## config.mk

```make
export PLATFORM = sky130hd
export DESIGN_NAME = writeback_unit_flat
export DESIGN_NICKNAME = d
export VERILOG_FILES = /design/src/rtl/writeback_unit_if.sv /design/src/rtl/writeback_unit.sv /design/src/flat_wrapper.sv
export SDC_FILE = /design/constraint.sdc
export NUM_CORES = 1
export LEC_CHECK = 0
export ABC_CLOCK_PERIOD_IN_PS = 2900
export CORE_UTILIZATION = 53
export DETAILED_ROUTE_END_ITERATION = 8
export DONT_BUFFER_PORTS = 1
export GPL_TIMING_DRIVEN = 0
export PLACE_DENSITY = 0.79
export SYNTH_ARGS = -nofsm -noshare
export SYNTH_HDL_FRONTEND = slang
export SYNTH_SLANG_ARGS = --single-unit
export TNS_END_PERCENT = 100
```

## constraint.sdc

```tcl
create_clock -name clk -period 2.9 [get_ports clk]
set_input_delay 0.435 -clock clk [delete_from_list [all_inputs] [get_ports clk]]
set_output_delay 0.435 -clock clk [all_outputs]
set_load 0.01 [all_outputs]
```

## src/rtl/writeback_unit_if.sv

```systemverilog
// ============================================================================
// writeback_unit_if : ALU/load/issue/query/write-port bundle for writeback_unit
// Revision 1.0
// ============================================================================
`default_nettype none

interface writeback_unit_if;
    logic        alu_valid;
    logic [4:0]  alu_reg;
    logic [31:0] alu_data;
    logic        ld_valid;
    logic [4:0]  ld_reg;
    logic [31:0] ld_data;
    logic        ld_ready;
    logic        iss_valid;
    logic [4:0]  iss_reg;
    logic [4:0]  chk_addr_1;
    logic [4:0]  chk_addr_2;
    logic        stall_1;
    logic        stall_2;
    logic        wb_we;
    logic [4:0]  wb_write_reg;
    logic [31:0] wb_write_data;
    logic [3:0]  fifo_count;

    modport master (
        output alu_valid, alu_reg, alu_data,
        output ld_valid, ld_reg, ld_data,
        output iss_valid, iss_reg,
        output chk_addr_1, chk_addr_2,
        input  ld_ready, stall_1, stall_2,
        input  wb_we, wb_write_reg, wb_write_data, fifo_count
    );

    modport slave (
        input  alu_valid, alu_reg, alu_data,
        input  ld_valid, ld_reg, ld_data,
        input  iss_valid, iss_reg,
        input  chk_addr_1, chk_addr_2,
        output ld_ready, stall_1, stall_2,
        output wb_we, wb_write_reg, wb_write_data, fifo_count
    );
endinterface

`default_nettype wire

```

## src/rtl/writeback_unit.sv

```systemverilog
// ============================================================================
// writeback_unit : ALU-first register write port, load-result queue, pending
//                  scoreboard. Define WB_LOAD_BYPASS_EN for empty-queue bypass.
// Revision 1.0
// ============================================================================
`default_nettype none

module writeback_unit #(
    parameter int FIFO_DEPTH = 4
) (
    input  wire logic       clk,
    input  wire logic       rst_n,
    writeback_unit_if.slave bus
);

    localparam int                c_PTR_W = $clog2(FIFO_DEPTH);
    localparam logic [3:0]        c_DEPTH = 4'(FIFO_DEPTH);
    localparam logic [c_PTR_W-1:0] c_LAST = c_PTR_W'(FIFO_DEPTH - 1);

    logic               r_ready_en;
    logic [3:0]         r_count;
    logic [c_PTR_W-1:0] r_rd_ptr;
    logic [c_PTR_W-1:0] r_wr_ptr;
    logic [4:0]         r_mem_reg  [FIFO_DEPTH];
    logic [31:0]        r_mem_data [FIFO_DEPTH];
    logic [31:0]        r_pending;
    logic               r_wb_we;
    logic [4:0]         r_wb_reg;
    logic [31:0]        r_wb_data;

    logic        w_ld_ready;
    logic        w_ld_acc;
    logic        w_ld_nz;
    logic        w_alu_win;
    logic        w_empty;
    logic        w_bypass;
    logic        w_pop;
    logic        w_push;
    logic        w_clr;
    logic        w_wb_we;
    logic [4:0]  w_wb_reg;
    logic [31:0] w_wb_data;
    logic [31:0] w_pending_nxt;

    // rst_n gates ready so a source never sees a handshake that reset discards.
    assign w_ld_ready = rst_n & r_ready_en & (r_count < c_DEPTH);
    assign w_ld_acc   = bus.ld_valid & w_ld_ready;
    assign w_ld_nz    = (bus.ld_reg != 5'd0);
    assign w_alu_win  = bus.alu_valid & (bus.alu_reg != 5'd0);
    assign w_empty    = (r_count == 4'd0);

`ifdef WB_LOAD_BYPASS_EN
    assign w_bypass = w_ld_acc & w_ld_nz & w_empty & ~w_alu_win;
`else
    assign w_bypass = 1'b0;
`endif

    assign w_pop  = ~w_alu_win & ~w_empty;
    assign w_push = w_ld_acc & w_ld_nz & ~w_bypass;

    always_comb begin
        w_wb_we   = 1'b0;
        w_wb_reg  = r_wb_reg;
        w_wb_data = r_wb_data;
        w_clr     = 1'b0;
        if (w_alu_win) begin
            w_wb_we   = 1'b1;
            w_wb_reg  = bus.alu_reg;
            w_wb_data = bus.alu_data;
        end else if (w_pop) begin
            w_wb_we   = 1'b1;
            w_wb_reg  = r_mem_reg[r_rd_ptr];
            w_wb_data = r_mem_data[r_rd_ptr];
            w_clr     = 1'b1;
        end else if (w_bypass) begin
            w_wb_we   = 1'b1;
            w_wb_reg  = bus.ld_reg;
            w_wb_data = bus.ld_data;
            w_clr     = 1'b1;
        end
    end

    // Clear first, then set, so an issue to the register being written back wins.
    always_comb begin
        w_pending_nxt = r_pending;
        if (w_clr) begin
            w_pending_nxt[w_wb_reg] = 1'b0;
        end
        if (bus.iss_valid && (bus.iss_reg != 5'd0)) begin
            w_pending_nxt[bus.iss_reg] = 1'b1;
        end
        w_pending_nxt[0] = 1'b0;
    end

    always_ff @(posedge clk) begin
        if (!rst_n) begin
            r_ready_en <= 1'b0;
            r_count    <= 4'd0;
            r_rd_ptr   <= '0;
            r_wr_ptr   <= '0;
            r_pending  <= 32'd0;
            r_wb_we    <= 1'b0;
            r_wb_reg   <= 5'd0;
            r_wb_data  <= 32'd0;
        end else begin
            r_ready_en <= 1'b1;
            r_count    <= r_count + {3'd0, w_push} - {3'd0, w_pop};
            if (w_pop) begin
                r_rd_ptr <= (r_rd_ptr == c_LAST) ? '0 : r_rd_ptr + 1'b1;
            end
            if (w_push) begin
                r_wr_ptr <= (r_wr_ptr == c_LAST) ? '0 : r_wr_ptr + 1'b1;
            end
            r_pending  <= w_pending_nxt;
            r_wb_we    <= w_wb_we;
            r_wb_reg   <= w_wb_reg;
            r_wb_data  <= w_wb_data;
        end
    end

    // Storage needs no reset: the pointers and count define what is valid.
    always_ff @(posedge clk) begin
        if (rst_n && w_push) begin
            r_mem_reg[r_wr_ptr]  <= bus.ld_reg;
            r_mem_data[r_wr_ptr] <= bus.ld_data;
        end
    end

    assign bus.ld_ready      = w_ld_ready;
    assign bus.stall_1       = r_pending[bus.chk_addr_1];
    assign bus.stall_2       = r_pending[bus.chk_addr_2];
    assign bus.wb_we         = r_wb_we;
    assign bus.wb_write_reg  = r_wb_reg;
    assign bus.wb_write_data = r_wb_data;
    assign bus.fifo_count    = r_count;

endmodule

`default_nettype wire

```

## src/flat_wrapper.sv

```systemverilog
// flat-port wrapper written by rule: the top's interface ports become plain ports
module writeback_unit_flat 
#(
    parameter int FIFO_DEPTH = 4
)
  (clk, rst_n, bus_alu_valid, bus_alu_reg, bus_alu_data, bus_ld_valid, bus_ld_reg, bus_ld_data, bus_iss_valid, bus_iss_reg, bus_chk_addr_1, bus_chk_addr_2, bus_ld_ready, bus_stall_1, bus_stall_2, bus_wb_we, bus_wb_write_reg, bus_wb_write_data, bus_fifo_count);
  writeback_unit_if bus_i ();
  input  wire logic clk;
  input  wire logic rst_n;
  input wire logic [$bits(bus_i.alu_valid)-1:0] bus_alu_valid;
  input wire logic [$bits(bus_i.alu_reg)-1:0] bus_alu_reg;
  input wire logic [$bits(bus_i.alu_data)-1:0] bus_alu_data;
  input wire logic [$bits(bus_i.ld_valid)-1:0] bus_ld_valid;
  input wire logic [$bits(bus_i.ld_reg)-1:0] bus_ld_reg;
  input wire logic [$bits(bus_i.ld_data)-1:0] bus_ld_data;
  input wire logic [$bits(bus_i.iss_valid)-1:0] bus_iss_valid;
  input wire logic [$bits(bus_i.iss_reg)-1:0] bus_iss_reg;
  input wire logic [$bits(bus_i.chk_addr_1)-1:0] bus_chk_addr_1;
  input wire logic [$bits(bus_i.chk_addr_2)-1:0] bus_chk_addr_2;
  output wire logic [$bits(bus_i.ld_ready)-1:0] bus_ld_ready;
  output wire logic [$bits(bus_i.stall_1)-1:0] bus_stall_1;
  output wire logic [$bits(bus_i.stall_2)-1:0] bus_stall_2;
  output wire logic [$bits(bus_i.wb_we)-1:0] bus_wb_we;
  output wire logic [$bits(bus_i.wb_write_reg)-1:0] bus_wb_write_reg;
  output wire logic [$bits(bus_i.wb_write_data)-1:0] bus_wb_write_data;
  output wire logic [$bits(bus_i.fifo_count)-1:0] bus_fifo_count;
  assign bus_i.alu_valid = bus_alu_valid;
  assign bus_i.alu_reg = bus_alu_reg;
  assign bus_i.alu_data = bus_alu_data;
  assign bus_i.ld_valid = bus_ld_valid;
  assign bus_i.ld_reg = bus_ld_reg;
  assign bus_i.ld_data = bus_ld_data;
  assign bus_i.iss_valid = bus_iss_valid;
  assign bus_i.iss_reg = bus_iss_reg;
  assign bus_i.chk_addr_1 = bus_chk_addr_1;
  assign bus_i.chk_addr_2 = bus_chk_addr_2;
  assign bus_ld_ready = bus_i.ld_ready;
  assign bus_stall_1 = bus_i.stall_1;
  assign bus_stall_2 = bus_i.stall_2;
  assign bus_wb_we = bus_i.wb_we;
  assign bus_wb_write_reg = bus_i.wb_write_reg;
  assign bus_wb_write_data = bus_i.wb_write_data;
  assign bus_fifo_count = bus_i.fifo_count;
  writeback_unit #(.FIFO_DEPTH(FIFO_DEPTH)) u_core (.clk(clk), .rst_n(rst_n), .bus(bus_i));
endmodule
```

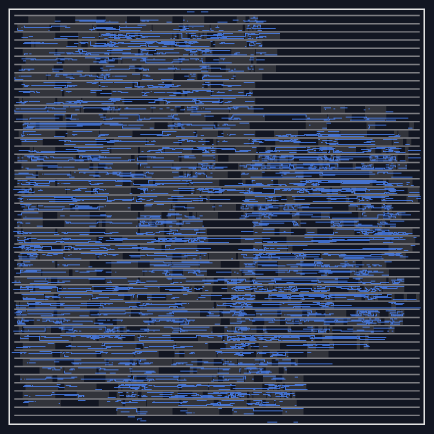
Fig. 1. Signal wires on met1 (run 1).
(3 px per um) Supply wires on this layer in gray. Cells faint in the background.
796 nets have wire on it. The longest straight run is 39.6 um. The layer carries 9180 um of wire. The layer holds 38% of the routed length. The wires run mostly horizontal.
met1 usage: 32.31%
Detailed Route WL: 24.47 mm
vias after detailed routing: 6365

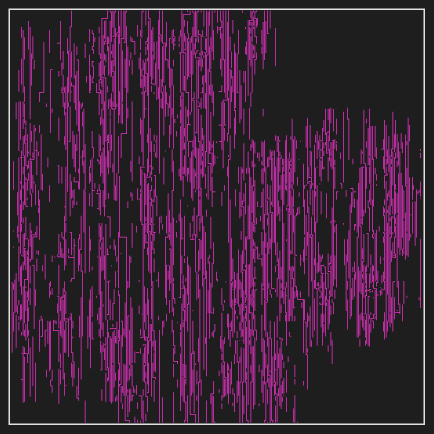
Fig. 2. M2 wires (run 1).
(3 px per um)
The layer holds 50% of the routed length. The layer carries 12300 um of wire. The longest straight run is 52.8 um.

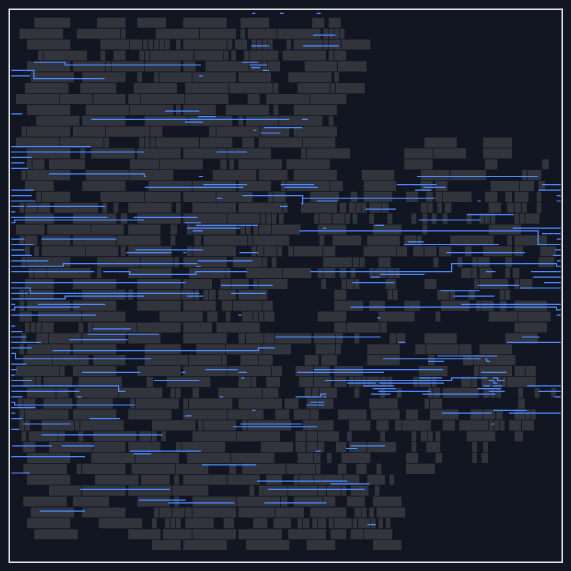
Fig. 3. The metal 3 layer (run 1).
(4 px per um) Cells faint in the background.
The longest straight run is 59.6 um. The layer holds 9.6% of the routed length. The wires run mostly horizontal.

==> changes_impl.md, run 1 <==
## Flow update

* Clock buffer depth at 3
* Hold Path Cell Cnt at 0
* Outcome: finished, final reports clean
* Clock power frac at a little over a third
* Critical path peak fanout at 10
* Combinational Power Share at a little over a fifth
* Met2 wire length at ~12 mm
* Seq. pwr at between 3 and 4 mW
* Simple-Gate Area Share at 9.965%
* Max Freq at around 360 MHz
* FP Rows at 49
* Largest net degree at the start of global routing at 25
* Leak pwr at 3.602 nW
* DRT iter0 DRCs at 440
* Hold Fails Final Rpt at 0
* Worst-path cell chain: inv_1, ha_1, nor3b_1, clkbuf_1, nand2_1, a311oi_1
* Top non-seq family: multiplexers
* Num ports at ~140
* Adder-Cell Fraction of Synth Area at under 10%
* Fraction of layout cells with a size suffix above 1 at 18.83%
* Setup crit end: u_core.bus.wb_write_data[9]
Fig. 4: run 1, track usage over the die
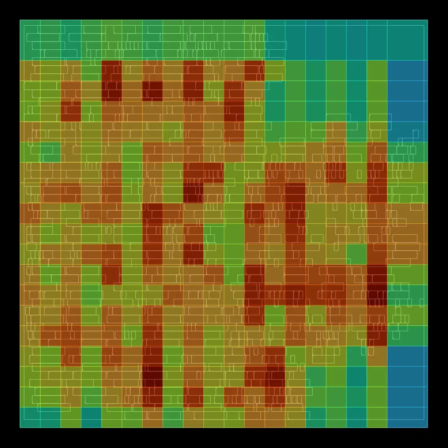

## Run 2: what changed since run 1
--- a/config.mk
+++ b/config.mk
@@ -11,7 +11,8 @@
 export DONT_BUFFER_PORTS = 1
 export GPL_TIMING_DRIVEN = 0
 export PLACE_DENSITY = 0.79
+export SLEW_MARGIN = 15
 export SYNTH_ARGS = -nofsm -noshare
 export SYNTH_HDL_FRONTEND = slang
 export SYNTH_SLANG_ARGS = --single-unit
-export TNS_END_PERCENT = 100
+export TNS_END_PERCENT = 20
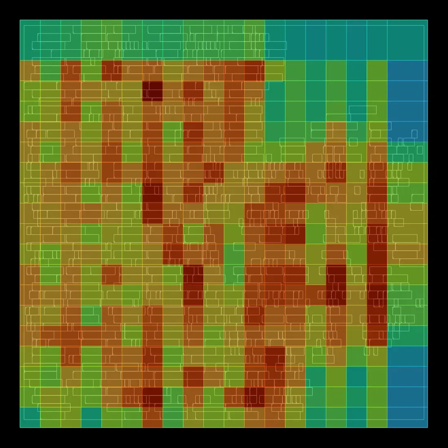
Fig. 5. Track usage over the die (run 2).
routed len/inst: 25.23 um
GRT Total Usage: 26.56%
met2 Track Usage GR: 44.89%

==> run 2 against run 1 <==
Against the previous run:
- global-route usage grew 0.15 points
- worst setup slack gained 76 ps
- final area shrank 0.15%
- synthesized area is the same
- clock power down 6%
- count of clock-buffer cells in the layout stayed put
- core utilization fell by 0.090 points
- routed wire length is 1.7% higher
- worst hold slack got worse by 0.84 ps
- critical path depth up 6
- first-iteration DRC count increased by 2.5%
- critical path type unchanged
==> changes_impl.md, run 2 <==
## Flow update

* Port Buffers at 0
* Clk latency late pin at between 500 and 600 ps
* Clock power frac at 34.1% (-1.4 points)
* Initial antenna violation count at 0
* Fin area at between 10000 and 15000 um^2
* Met1 Wirelength at between 9 and 10 mm
* Met1 usage at 32.75% (+0.44 points)
* Log Warnings at 29
* Synthesized area per cell at 13.85 um^2
* DRT iter0 DRCs at 451 (+2.5%)
* Seq. pwr at 3.89 mW (about the same)
* First-pass GRT wire length at about 37 mm
* Num ports at 139 (unchanged)
* Leak pwr at 3.593 nW (-0.24%)
* Adder-Cell Fraction of Synth Area at 1.484% (unchanged)
* Max Freq at 373.2 MHz (+2.9%)
* Largest net degree at the start of global routing at 25 (unchanged)
* Synth area leader: edfxtp_1
* M3 GR Usage at 7.248%
* Detailed Routing Iterations Pass 1 at 5
* Simple-Gate Area Share at 9.965% (unchanged)
* Critical path's slowest cell: or3b_4
* Flop pwr share at a little over two fifths
* Top non-seq family: multiplexers
* Cell Count, Final, Fillers Out at about 990
* FP Rows at 49 (unchanged)
* Non-clk invs at 11
* Top logic cell by instance count in the layout: edfxtp_1
* Worst-path cell chain: inv_1, ha_1, or3b_4, nand3_1, inv_1, ha_1, inv_1, ha_1, inv_1, fa_1, xor2_1, nor2_1
* Critical path peak fanout at 13 (+3)
* Hold Fails Final Rpt at 0 (unchanged)
* Critical path buffers and inverters at 4
* Setup crit end: u_core.bus.fifo_count[2]
* Hold Path Origin: bus_ld_data[6]
* Ys cells at approximately 710
* Hold Path Cell Cnt at 0 (unchanged)
* Fraction of layout cells with a size suffix above 1 at 18.76% (-0.075 points)
* Outcome: finished, final reports clean
* Met2 wire length at 12.39 mm (+1.1%)
* Clock buffer depth at 3 (unchanged)
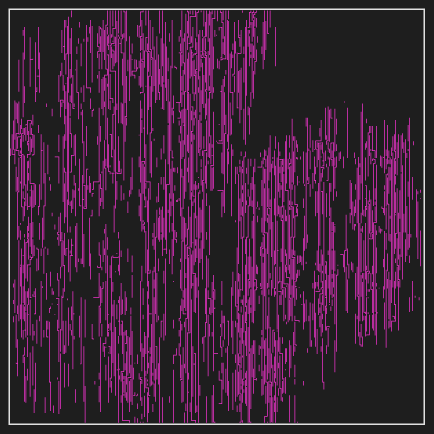
Fig. 6. M2 wires (run 2).
(3 px per um)
The longest straight run is 47.8 um. The wires run mostly vertical. The layer holds 50% of the routed length.
Detailed Route WL: 24.88 mm
vias after detailed routing: 6419

Fig. 7: run 2, signal wires on met1
(3 px per um) Supply wires on this layer in gray. Cells faint in the background.
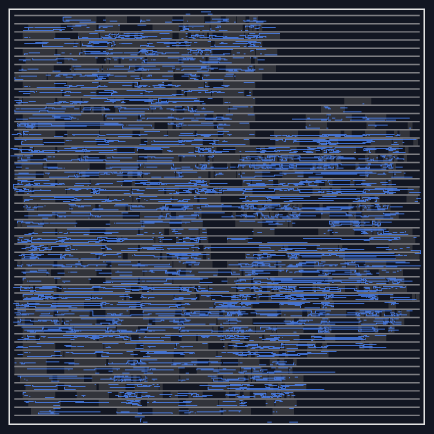

## Run 3: what changed since run 2
--- a/config.mk
+++ b/config.mk
@@ -6,11 +6,11 @@
 export NUM_CORES = 1
 export LEC_CHECK = 0
 export ABC_CLOCK_PERIOD_IN_PS = 2900
-export CORE_UTILIZATION = 53
+export CORE_UTILIZATION = 55
 export DETAILED_ROUTE_END_ITERATION = 8
 export DONT_BUFFER_PORTS = 1
 export GPL_TIMING_DRIVEN = 0
-export PLACE_DENSITY = 0.79
+export PLACE_DENSITY = 0.81
 export SLEW_MARGIN = 15
 export SYNTH_ARGS = -nofsm -noshare
 export SYNTH_HDL_FRONTEND = slang
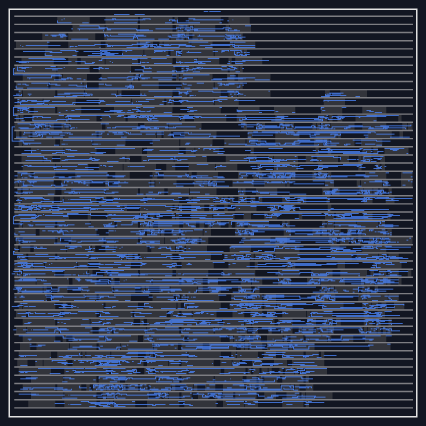
Fig. 8. Signal wires on met1 (run 3).
(3 px per um) Supply wires on this layer in gray. Cells faint in the background.
The longest straight run is 38.6 um. The wires run mostly horizontal.

==> run 3 against run 2 <==
Against the previous run:
- cell count rose by 1.3%
- sequential power barely moved
- power hardly changed
- count of clock-buffer cells in the layout shrank 3
- critical path depth unchanged
- core utilization up 3.4 points
- clock power is essentially flat
- sequential cell count did not move
- sequential share of layout area is 0.91 points lower
- synthesized area did not move
- critical path type unchanged
- largest cell class unchanged
==> changes_impl.md, run 3 <==
## Flow update

* Critical path's slowest cell: or3b_4
* Initial antenna violation count at 0 (unchanged)
* Largest net degree at the start of global routing at 29 (+16%)
* FP Rows at 48 (-2.0%)
* Cell Count, Final, Fillers Out at 999 (+1.3%)
* Simple-Gate Area Share at 9.965% (unchanged)
* Fraction of layout cells with a size suffix above 1 at 18.35% (-0.41 points)
* Detailed Route WL at 25.41 mm (+2.1%)
* Log Warnings at 29 (unchanged)
* Ys cells at 706 (unchanged)
* Fin area at 11160 um^2 (+1.7%)
* Routed len/inst at 25.43 um (+0.80%)
* Setup crit end: u_core.bus.fifo_count[2]
* GRT Total Usage at 27.84% (+1.3 points)
* Flop pwr share at 43.7% (about the same)
* Met2 wire length at 12.75 mm (+2.9%)
* Met1 Wirelength at 9.383 mm (+2.2%)
* DRT iter0 DRCs at 505 (+12%)
* Leak pwr at 3.658 nW (+1.8%)
* Clk latency late pin at 520 ps (about the same)
* Hold Path Origin: bus_ld_data[27]
* Hold Path Cell Cnt at 0 (unchanged)
* Synth area leader: edfxtp_1
* Num ports at 139 (unchanged)
* Worst-path cell chain: inv_1, ha_1, or3b_4, nand3_1, inv_1, ha_1, inv_1, ha_1, inv_1, fa_1, xor2_1, nor2_1
* Clock buffer depth at 3 (unchanged)
* Critical path peak fanout at 13 (unchanged)
* Outcome: finished, final reports clean
* Critical path buffers and inverters at 4 (unchanged)
* Port Buffers at 0 (unchanged)
* First-pass GRT wire length at 37.88 mm (+2.6%)
* Vias after detailed routing at 6495 (+1.2%)
* Synthesized area per cell at 13.85 um^2 (unchanged)
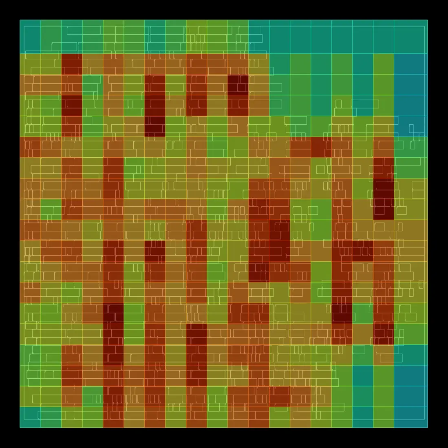
Fig. 9. Track usage over the die (run 3).
fin util: 64.30%
met2 Track Usage GR: 46.41%
met1 usage: 34.50%

Power is estimated from default activity; no workload was simulated.
